==> run_1/floorplan.png <==
Bar = 50 µm. Pins as bars on the die edge.
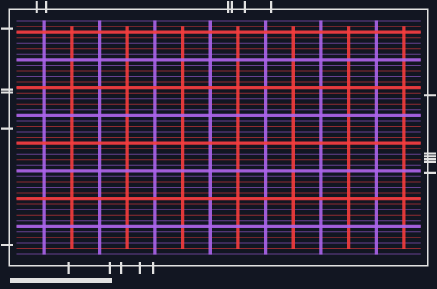
==> run_1/class_map.png <==
Fill, decap, tap and diode cells in grey.
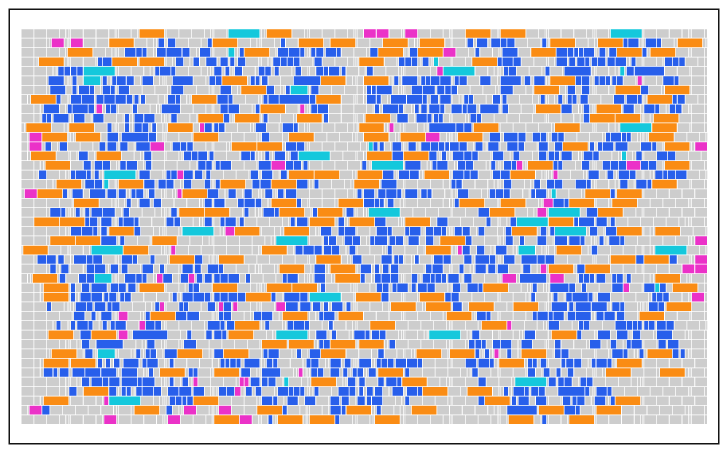
==> run_1/clock_wires.png <==
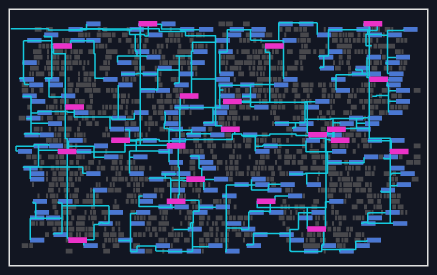
==> run_1/layers.png <==
Bar = 50 µm. Only two layers are drawn.
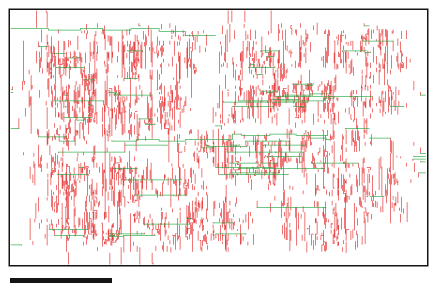
**src/rtl/button_pkg.sv**
```systemverilog
`default_nettype none
// ============================================================================
// Module  : button_pkg
// Brief   : Shared channel-state encoding, button indices and helpers for the
//           button conditioner.
// Revision: 1.0 - initial release
// ============================================================================
package button_pkg;

    typedef logic [1:0] btn_state_t;

    localparam btn_state_t IDLE      = 2'd0;
    localparam btn_state_t ARMING    = 2'd1;
    localparam btn_state_t HELD      = 2'd2;
    localparam btn_state_t DISARMING = 2'd3;

    localparam int BTN_PAUSE    = 0;
    localparam int BTN_NEW_GAME = 1;
    localparam int BTN_DOWN     = 2;
    localparam int BTN_UP       = 3;

    function automatic int max_int(input int a, input int b);
        return (a > b) ? a : b;
    endfunction

endpackage
`default_nettype wire

```
**src/rtl/button_channel.sv**
```systemverilog
`default_nettype none
// ============================================================================
// Module  : button_channel
// Brief   : One button: 2-flop synchroniser, debounce FSM, press/release
//           pulses and optional auto-repeat.
// Revision: 1.0 - initial release
// ============================================================================
module button_channel
    import button_pkg::*;
#(
    parameter int DEBOUNCE_CYCLES = 125000,
    parameter int REPEAT_DELAY    = 6250000,
    parameter int REPEAT_PERIOD   = 1250000
) (
    input  logic clk,
    input  logic reset,
    input  logic btn_raw,
    input  logic repeat_en,
    output logic btn_level,
    output logic btn_press,
    output logic btn_release,
    output logic btn_repeat
);

    localparam int DW = $clog2(DEBOUNCE_CYCLES) + 1;
    localparam int RW = $clog2(max_int(REPEAT_DELAY, REPEAT_PERIOD)) + 1;

    localparam logic [DW-1:0] C_DCNT_LAST  = DW'(DEBOUNCE_CYCLES - 1);
    localparam logic [RW-1:0] C_DELAY_LAST = RW'(REPEAT_DELAY - 1);
    localparam logic [RW-1:0] C_PERIOD_LAST = RW'(REPEAT_PERIOD - 1);

    logic          r_sync1;
    logic          r_sync2;
    btn_state_t    r_state;
    logic [DW-1:0] r_dcnt;
    logic [RW-1:0] r_rcnt;
    logic          r_rep_started;
    logic          r_level;
    logic          r_press;
    logic          r_release;
    logic          r_repeat;
    logic [RW-1:0] w_rep_last;

    // The first repeat waits the long delay, later ones the short period
    assign w_rep_last = r_rep_started ? C_PERIOD_LAST : C_DELAY_LAST;

    always_ff @(posedge clk) begin
        if (reset) begin
            r_sync1       <= 1'b0;
            r_sync2       <= 1'b0;
            r_state       <= IDLE;
            r_dcnt        <= '0;
            r_rcnt        <= '0;
            r_rep_started <= 1'b0;
            r_level       <= 1'b0;
            r_press       <= 1'b0;
            r_release     <= 1'b0;
            r_repeat      <= 1'b0;
        end else begin
            r_sync1   <= btn_raw;
            r_sync2   <= r_sync1;
            r_press   <= 1'b0;
            r_release <= 1'b0;
            r_repeat  <= 1'b0;
            case (r_state)
                IDLE: begin
                    if (r_sync2) begin
                        r_state <= ARMING;
                        r_dcnt  <= DW'(1);
                    end
                end
                ARMING: begin
                    if (!r_sync2) begin
                        r_state <= IDLE;
                    end else if (r_dcnt == C_DCNT_LAST) begin
                        r_state       <= HELD;
                        r_level       <= 1'b1;
                        r_press       <= 1'b1;
                        r_repeat      <= repeat_en;
                        r_rcnt        <= '0;
                        r_rep_started <= 1'b0;
                    end else begin
                        r_dcnt <= r_dcnt + DW'(1);
                    end
                end
                HELD: begin
                    if (!r_sync2) begin
                        r_state <= DISARMING;
                        r_dcnt  <= DW'(1);
                    end
                    // rcnt reloads on each pulse, so it never wraps
                    if (r_rcnt == w_rep_last) begin
                        r_rcnt        <= '0;
                        r_rep_started <= 1'b1;
                        r_repeat      <= repeat_en;
                    end else begin
                        r_rcnt <= r_rcnt + RW'(1);
                    end
                end
                DISARMING: begin
                    if (r_sync2) begin
                        r_state <= HELD;
                    end else if (r_dcnt == C_DCNT_LAST) begin
                        r_state       <= IDLE;
                        r_level       <= 1'b0;
                        r_release     <= 1'b1;
                        r_rcnt        <= '0;
                        r_rep_started <= 1'b0;
                    end else begin
                        r_dcnt <= r_dcnt + DW'(1);
                    end
                end
                default: r_state <= IDLE;
            endcase
        end
    end

    assign btn_level   = r_level;
    assign btn_press   = r_press;
    assign btn_release = r_release;
    assign btn_repeat  = r_repeat;

endmodule
`default_nettype wire

```
**src/rtl/button_conditioner.sv**
```systemverilog
`default_nettype none
// ============================================================================
// Module  : button_conditioner
// Brief   : Synchronises and debounces the solo_squash button pins and
//           produces press/release/auto-repeat pulses per button.
// Revision: 1.0 - initial release
// ============================================================================
module button_conditioner
    import button_pkg::*;
#(
    parameter int                     NUM_BUTTONS     = 4,
    parameter int                     DEBOUNCE_CYCLES = 125000,
    parameter int                     REPEAT_DELAY    = 6250000,
    parameter int                     REPEAT_PERIOD   = 1250000,
    parameter logic [NUM_BUTTONS-1:0] REPEAT_MASK     = NUM_BUTTONS'(4'b1100)
) (
    input  logic                   clk,
    input  logic                   reset,
    input  logic [NUM_BUTTONS-1:0] btn_raw,
    output logic [NUM_BUTTONS-1:0] btn_level,
    output logic [NUM_BUTTONS-1:0] btn_press,
    output logic [NUM_BUTTONS-1:0] btn_release,
    output logic [NUM_BUTTONS-1:0] btn_repeat
);

    for (genvar i = 0; i < NUM_BUTTONS; i++) begin : g_channel
        button_channel #(
            .DEBOUNCE_CYCLES (DEBOUNCE_CYCLES),
            .REPEAT_DELAY    (REPEAT_DELAY),
            .REPEAT_PERIOD   (REPEAT_PERIOD)
        ) u_channel (
            .clk         (clk),
            .reset       (reset),
            .btn_raw     (btn_raw[i]),
            .repeat_en   (REPEAT_MASK[i]),
            .btn_level   (btn_level[i]),
            .btn_press   (btn_press[i]),
            .btn_release (btn_release[i]),
            .btn_repeat  (btn_repeat[i])
        );
    end

endmodule
`default_nettype wire

```
**config.mk**
```make
export PLATFORM = sky130hd
export DESIGN_NAME = button_conditioner
export DESIGN_NICKNAME = d
export VERILOG_FILES = /design/src/rtl/button_pkg.sv /design/src/rtl/button_channel.sv /design/src/rtl/button_conditioner.sv
export SDC_FILE = /design/constraint.sdc
export NUM_CORES = 1
export LEC_CHECK = 0
export CORE_ASPECT_RATIO = 0.6
export CORE_MARGIN = 3
export CORE_UTILIZATION = 45
export DETAILED_ROUTE_END_ITERATION = 8
export GPL_ROUTABILITY_DRIVEN = 0
export GPL_TIMING_DRIVEN = 0
export PLACE_DENSITY = 0.58
export RECOVER_POWER = 25
export SLEW_MARGIN = 20
export SYNTH_ARGS = -nofsm -noshare
export SYNTH_HDL_FRONTEND = slang
export SYNTH_HIERARCHICAL = 1
export SYNTH_SLANG_ARGS = --single-unit
```
**constraint.sdc**
```tcl
create_clock -name clk -period 3 [get_ports clk]
set_clock_uncertainty 0.05 [all_clocks]
set_input_delay 0.6 -clock clk [delete_from_list [all_inputs] [get_ports clk]]
set_output_delay 0.6 -clock clk [all_outputs]
set_load 0.02 [all_outputs]
```
==> flow_results.xml, run 1 <==
<?xml version="1.0" encoding="UTF-8"?>
<metrics>
  <group name="status">
    <metric name="outcome" unit="">completed</metric>
  </group>
  <group name="synthesis">
    <metric name="netlist.top_cell.by_instances" unit="">dfxtp_1</metric>
    <metric name="ys_sh_simple" unit="%">33.2</metric>
    <metric name="synth.avg_cell_area" unit="µm²">8.60</metric>
    <metric name="dominant_cell_type_by_area_after_synthesis" unit="">dfxtp_1</metric>
    <metric name="async_reset_ff_share" unit="%">0</metric>
  </group>
  <group name="setup_path">
    <metric name="crit_path_end_kind" unit="">flop</metric>
    <metric name="timing.critical_path.arrival" unit="ns">3.18</metric>
    <metric name="timing.rr.start" unit="">g_channel[3].u_channel/r_dcnt[3]</metric>
  </group>
  <group name="timing">
    <metric name="max_transition_margin" unit="%">23.8</metric>
    <metric name="slew_viol_final" unit="">0</metric>
    <metric name="rsz0062_at_grt" unit="">no</metric>
    <metric name="postLayoutSetupSlackWorst" unit="ns">0.158</metric>
    <metric name="finalHoldViolCount" unit="">0</metric>
  </group>
  <group name="clock_network">
    <metric name="cts_tree" unit="">built</metric>
    <metric name="clock_sinks" unit="">204</metric>
  </group>
  <group name="drt">
    <metric name="drt_pass1_iterations" unit="">5</metric>
    <metric name="antenna_left" unit="">0</metric>
  </group>
  <group name="place">
    <metric name="dp.cells" unit="">1568</metric>
  </group>
  <group name="layout">
    <metric name="most_numerous_logic_cell_after_layout" unit="">dfxtp_1</metric>
    <metric name="largest_register_ff_count" unit="">96</metric>
  </group>
  <group name="pwr">
    <metric name="comb-power" unit="µW">474</metric>
    <metric name="comb_power_share" unit="%">8.3</metric>
  </group>
  <group name="worst_hold_path">
    <metric name="hold_path_end" unit="">g_channel[2].u_channel/r_sync2</metric>
  </group>
</metrics>
## Picture notes: floorplan.png
| net | colour |
|---|---|
| VDD | red |
| VSS | purple |
rows: 42
met1 rails: 43

## Picture notes: class_map.png
| class | colour | cells |
|---|---|---|
| registers | orange | 204 |
| clock drivers and dummy loads | cyan | 35 |
| remaining logic cells | blue | 997 |
| remaining buffers and delay cells | magenta | 61 |
Site Rows: 42
Finished Core Util: 52.5%
Core Footprint: 22,600 µm²
flip-flop and latch share of the layout cell area: 34.4%

## Picture notes: clock_wires.png
[clock-net drivers] magenta | count: 21
[flip-flops] blue | count: 204
[clock wires] cyan | length: 2,880 µm
routed clock nets: 22
flops lie: spread over the die
clock latency on the worst-skew pair: 0.50 ns
clock network power: 2470 µW
clock group share of total power: 43.1%

## Picture notes: layers.png
| layer | colour | wire length |
|---|---|---|
| M2 | red | 8,450 µm |
| M3 | green | 1,330 µm |
total global-route track usage: 18.8%
count of vias placed by the detailed router: 8,937
detail-routed net length per standard cell: 15.1 µm
final WL: 24,300 µm

## run 1: cell type report
cell class / count / area [µm²]
Clock buffer: 34 / 624
Multi-Input combinational cell: 962 / 6220
Sequential cell: 204 / 4080
Timing Repair Buffer: 23 / 225
Tap cell: 308 / 385
Inverter: 35 / 131
Buffer: 38 / 215
Fill cell: 2140 / 10800
Clock inverter: 1 / 5.00
## run 1: through the flow
step / util [%] / hold slack, ns / total power [µW]
floorplan: - / 0.364 / 3180
global placement: 49.6 / 0.369 / 3310
detailed placement: 49.6 / 0.370 / 3300
CTS: 52.4 / 0.388 / 5800
global route: 52.5 / 0.406 / 5980
finish: 52.5 / 0.385 / 5720
## run 1: what timing repair did
item                       in CTS  in global routing
setup endpoints to repair       0                 15
gates resized                   0                  2
setup buffers                   0                  2
==> run_1/clock_nets.png <==
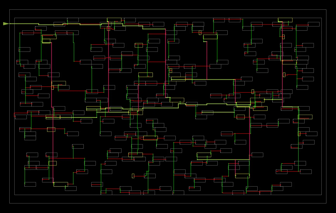

==> inputs of run 2 (changes only) <==
Settings changed: CTS_BUF_LIST set to sky130_fd_sc_hd__clkbuf_8, DONT_BUFFER_PORTS set to 1, PLACE_DENSITY 0.58 to 0.57, TNS_END_PERCENT set to 50.
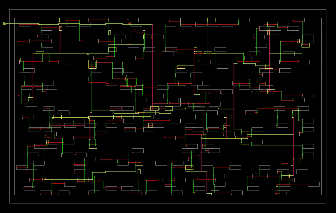
(run_2/clock_nets.png)
CTS buffer count: 34
clock network power: 2390 µW
clock latency on the worst-skew pair: 0.54 ns
final sequential cell count: 204
number of sinks driven by the clock tree: 204

==> run 2 against run 1 <==
Net effect:
- non-clock buffer count is 21 lower
- utilization is 0.82 points lower
- sequential power hardly changed
- clock power is 3% lower
- count of clock-buffer cells in the layout is 8 higher
- hold slack worse by 0.24 ns
- critical path type unchanged
==> flow_results.xml, run 2 <==
<?xml version="1.0" encoding="UTF-8"?>
<metrics>
  <group name="drt">
    <metric name="totalWireLength" unit="µm">24300</metric>
    <metric name="antenna_left" unit="">0</metric>
    <metric name="routed_wire_length_per_instance" unit="µm">15.1</metric>
    <metric name="drt_pass1_iterations" unit="">5</metric>
  </group>
  <group name="synthesis">
    <metric name="netlist.top_cell.by_instances" unit="">dfxtp_1</metric>
    <metric name="dominant_cell_type_by_area_after_synthesis" unit="">dfxtp_1</metric>
    <metric name="synth.avg_cell_area" unit="µm²">8.60</metric>
    <metric name="ys_sh_simple" unit="%">33.2</metric>
  </group>
  <group name="timing">
    <metric name="max_transition_margin" unit="%">47.2</metric>
    <metric name="postLayoutSetupSlackWorst" unit="ns">0.158</metric>
    <metric name="final.hold.worst_slack" unit="ns">0.150</metric>
    <metric name="slew_viol_final" unit="">0</metric>
    <metric name="finalHoldViolCount" unit="">0</metric>
  </group>
  <group name="clock_network">
    <metric name="buffers_inserted_by_post_cts_timing_repair" unit="">0</metric>
    <metric name="cts_tree" unit="">built</metric>
    <metric name="cts.repair.resized" unit="">0</metric>
  </group>
  <group name="layout">
    <metric name="bufAreaShareNonClock" unit="%">1.95</metric>
    <metric name="ff_latch_area" unit="µm²">4080</metric>
    <metric name="clock_tree_area_fraction" unit="%">5.55</metric>
    <metric name="comb.multi_input.count" unit="">962</metric>
    <metric name="top_area_cell_class" unit="">multi-input combinational cells</metric>
    <metric name="combAreaFraction" unit="%">53.2</metric>
    <metric name="most_numerous_logic_cell_after_layout" unit="">dfxtp_1</metric>
    <metric name="postLayoutCoreUtil" unit="%">51.7</metric>
    <metric name="largest_register_ff_count" unit="">96</metric>
    <metric name="nonClockBufferCount" unit="">40</metric>
    <metric name="comb_area" unit="µm²">6230</metric>
    <metric name="nFillCells" unit="">2184</metric>
    <metric name="clock_buffer_count" unit="">42</metric>
  </group>
  <group name="pwr">
    <metric name="post-layout-total-power" unit="µW">5630</metric>
  </group>
  <group name="setup_path">
    <metric name="timing.critical_path.arrival" unit="ns">3.20</metric>
    <metric name="crit_path_end_kind" unit="">flop</metric>
    <metric name="timing.rr.start" unit="">g_channel[3].u_channel/r_dcnt[3]</metric>
  </group>
  <group name="global_route">
    <metric name="globalRouteTotalUtil" unit="%">18.7</metric>
  </group>
  <group name="place">
    <metric name="dp.cells" unit="">1547</metric>
  </group>
  <group name="worst_hold_path">
    <metric name="hold_path_end" unit="">g_channel[3].u_channel/r_sync1</metric>
  </group>
  <group name="die">
    <metric name="core-area" unit="µm²">22600</metric>
  </group>
  <group name="status">
    <metric name="outcome" unit="">completed</metric>
  </group>
</metrics>
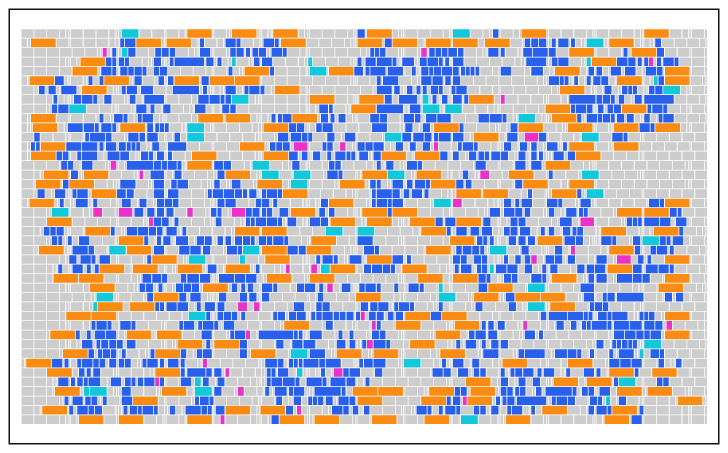
(run_2/class_map.png)
Fill, decap, tap and diode cells in grey.
| class | colour | cells |
|---|---|---|
| remaining logic cells | blue | 997 |
| registers | orange | 204 |
| remaining buffers and delay cells | magenta | 40 |
| clock drivers and dummy loads | cyan | 58 |

run 2: worst max-delay path, delay by kind of cell, from the launching register on:
| kind | cells | cell delay, ns |
|---|---|---|
| AND-OR/OR-AND | 2 | 0.37 |
| buffers and inverters | 4 | 0.87 |
| flip-flops | 1 | 0.36 |
| AND/OR/NAND/NOR | 3 | 1.06 |
run 2: logic make-up after synthesis:
kind of cell,after synthesis
flops,204
compound gates,172
other cells,2
xor+xnor,115
mux,5
fa+ha+maj,28
simple gates,638
buf+inv,73
run 2: layer usage:
layer	share of wire [%]	track usage [%]	routed length, µm
met4	1.4	4.81	334
met1	57	32.7	14000
met2	34	21.4	8350
met3	6.8	4.10	1640
met5	0	0	0
run 2: report_power, final:
part	internal (µW)	switching, µW	leakage [µW]
clock network	1260	1130	0.000374
registers	2740	36.9	0.00165
logic	156	308	0.00209
==> inputs of run 3 (changes only) <==
Settings changed: HOLD_SLACK_MARGIN set to 0.12.
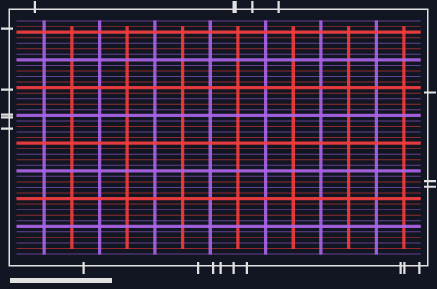
(run_3/floorplan.png)
Bar = 50 µm. Pins as bars on the die edge.
| net | colour |
|---|---|
| VDD | red |
| VSS | purple |
rows: 42
signal pins: 22
met1 rails: 43

==> run 3 against run 2 <==
Net effect:
- power unchanged
- via count unchanged
- area after synthesis is the same
- hold slack did not move
- first-iteration DRC count is the same
- clock power hardly changed
- sequential power about the same
- non-clock buffer count unchanged
- worst setup slack unchanged
- register-to-register slack about the same
- combinational power about the same
- synthesized cell count stayed put
==> flow_results.xml, run 3 <==
<?xml version="1.0" encoding="UTF-8"?>
<metrics>
  <group name="clock_network">
    <metric name="cts_tree" unit="">built</metric>
    <metric name="cts_buffer_count" unit="">34</metric>
    <metric name="clock_sinks" unit="">204</metric>
  </group>
  <group name="global_route">
    <metric name="globalRouteTotalUtil" unit="%">18.7</metric>
    <metric name="global_route.usage.met2" unit="%">21.4</metric>
    <metric name="top_usage_layer" unit="">met1</metric>
    <metric name="global_route.usage.met1" unit="%">32.7</metric>
  </group>
  <group name="layout">
    <metric name="largest_register_ff_count" unit="">96</metric>
    <metric name="bufAreaShareNonClock" unit="%">1.95</metric>
    <metric name="combAreaFraction" unit="%">53.2</metric>
    <metric name="clock_buffer_count" unit="">42</metric>
    <metric name="ff_latch_area" unit="µm²">4080</metric>
    <metric name="comb.multi_input.count" unit="">962</metric>
    <metric name="comb_area" unit="µm²">6230</metric>
    <metric name="flops" unit="">204</metric>
    <metric name="top_area_cell_class" unit="">multi-input combinational cells</metric>
    <metric name="seq_share" unit="%">34.9</metric>
    <metric name="clock_tree_area_fraction" unit="%">5.55</metric>
  </group>
  <group name="status">
    <metric name="outcome" unit="">completed</metric>
  </group>
  <group name="setup_path">
    <metric name="cp.buffers_inverters" unit="">4</metric>
    <metric name="timing.critical_path.arrival" unit="ns">3.20</metric>
  </group>
  <group name="synthesis">
    <metric name="async_reset_ff_share" unit="%">0</metric>
    <metric name="dominant_cell_type_by_area_after_synthesis" unit="">dfxtp_1</metric>
    <metric name="netlist.top_cell.by_instances" unit="">dfxtp_1</metric>
    <metric name="synth.avg_cell_area" unit="µm²">8.60</metric>
    <metric name="ys_sh_simple" unit="%">33.2</metric>
  </group>
  <group name="place">
    <metric name="dp.cells" unit="">1547</metric>
  </group>
  <group name="worst_hold_path">
    <metric name="hold_path_end" unit="">g_channel[3].u_channel/r_sync1</metric>
  </group>
  <group name="timing">
    <metric name="postLayoutSetupSlackWorst" unit="ns">0.158</metric>
    <metric name="final.hold.worst_slack" unit="ns">0.150</metric>
    <metric name="finalHoldViolCount" unit="">0</metric>
    <metric name="max_transition_margin" unit="%">47.2</metric>
  </group>
  <group name="drt">
    <metric name="drt_pass1_iterations" unit="">5</metric>
    <metric name="antenna_left" unit="">0</metric>
    <metric name="routed_wire_length_per_instance" unit="µm">15.1</metric>
    <metric name="via_count" unit="">8932</metric>
    <metric name="totalWireLength" unit="µm">24300</metric>
  </group>
  <group name="pwr">
    <metric name="post-layout-total-power" unit="µW">5630</metric>
    <metric name="power_report.internal_total" unit="µW">4160</metric>
    <metric name="p_sw" unit="µW">1470</metric>
    <metric name="p_sw_share" unit="%">26.2</metric>
    <metric name="p_seq_share" unit="%">49.3</metric>
  </group>
  <group name="die">
    <metric name="fp-row-count" unit="">42</metric>
  </group>
</metrics>
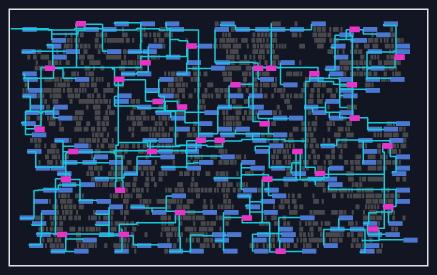
(run_3/clock_wires.png)
clock group share of total power: 42.5%

==> run 3: cell counts in the layout (fill, tap and decap cells not counted) <==
No cell type changed its count.
==> run 3: power groups by stage <==
stage | Sequential (µW) | Clock (µW) | Combinational [µW]
final | 2780 | 2390 | 463
after detailed placement | 2830 | 0 | 456
after global placement | 2830 | 0 | 460
after global routing | 2780 | 2630 | 518
after CTS | 2770 | 2500 | 459
after floorplan | 2830 | 0 | 350
==> run 3: what timing repair did <==
item                                   in CTS  in global routing
setup buffers                               0                  2
endpoints found under the hold margin       0                  0
resized                                     0                  1
hold buffers                                0                  0
setup endpoints to repair                   0                 12
==> run 3: layer usage <==
layer | vias to the layer above | routed length, µm
met5 | - | 0
met3 | 30 | 1640
met1 | 4128 | 14000
met4 | 0 | 334
met2 | 217 | 8350
li1 | 4557 | -
Power and IR drop assume default switching activity.
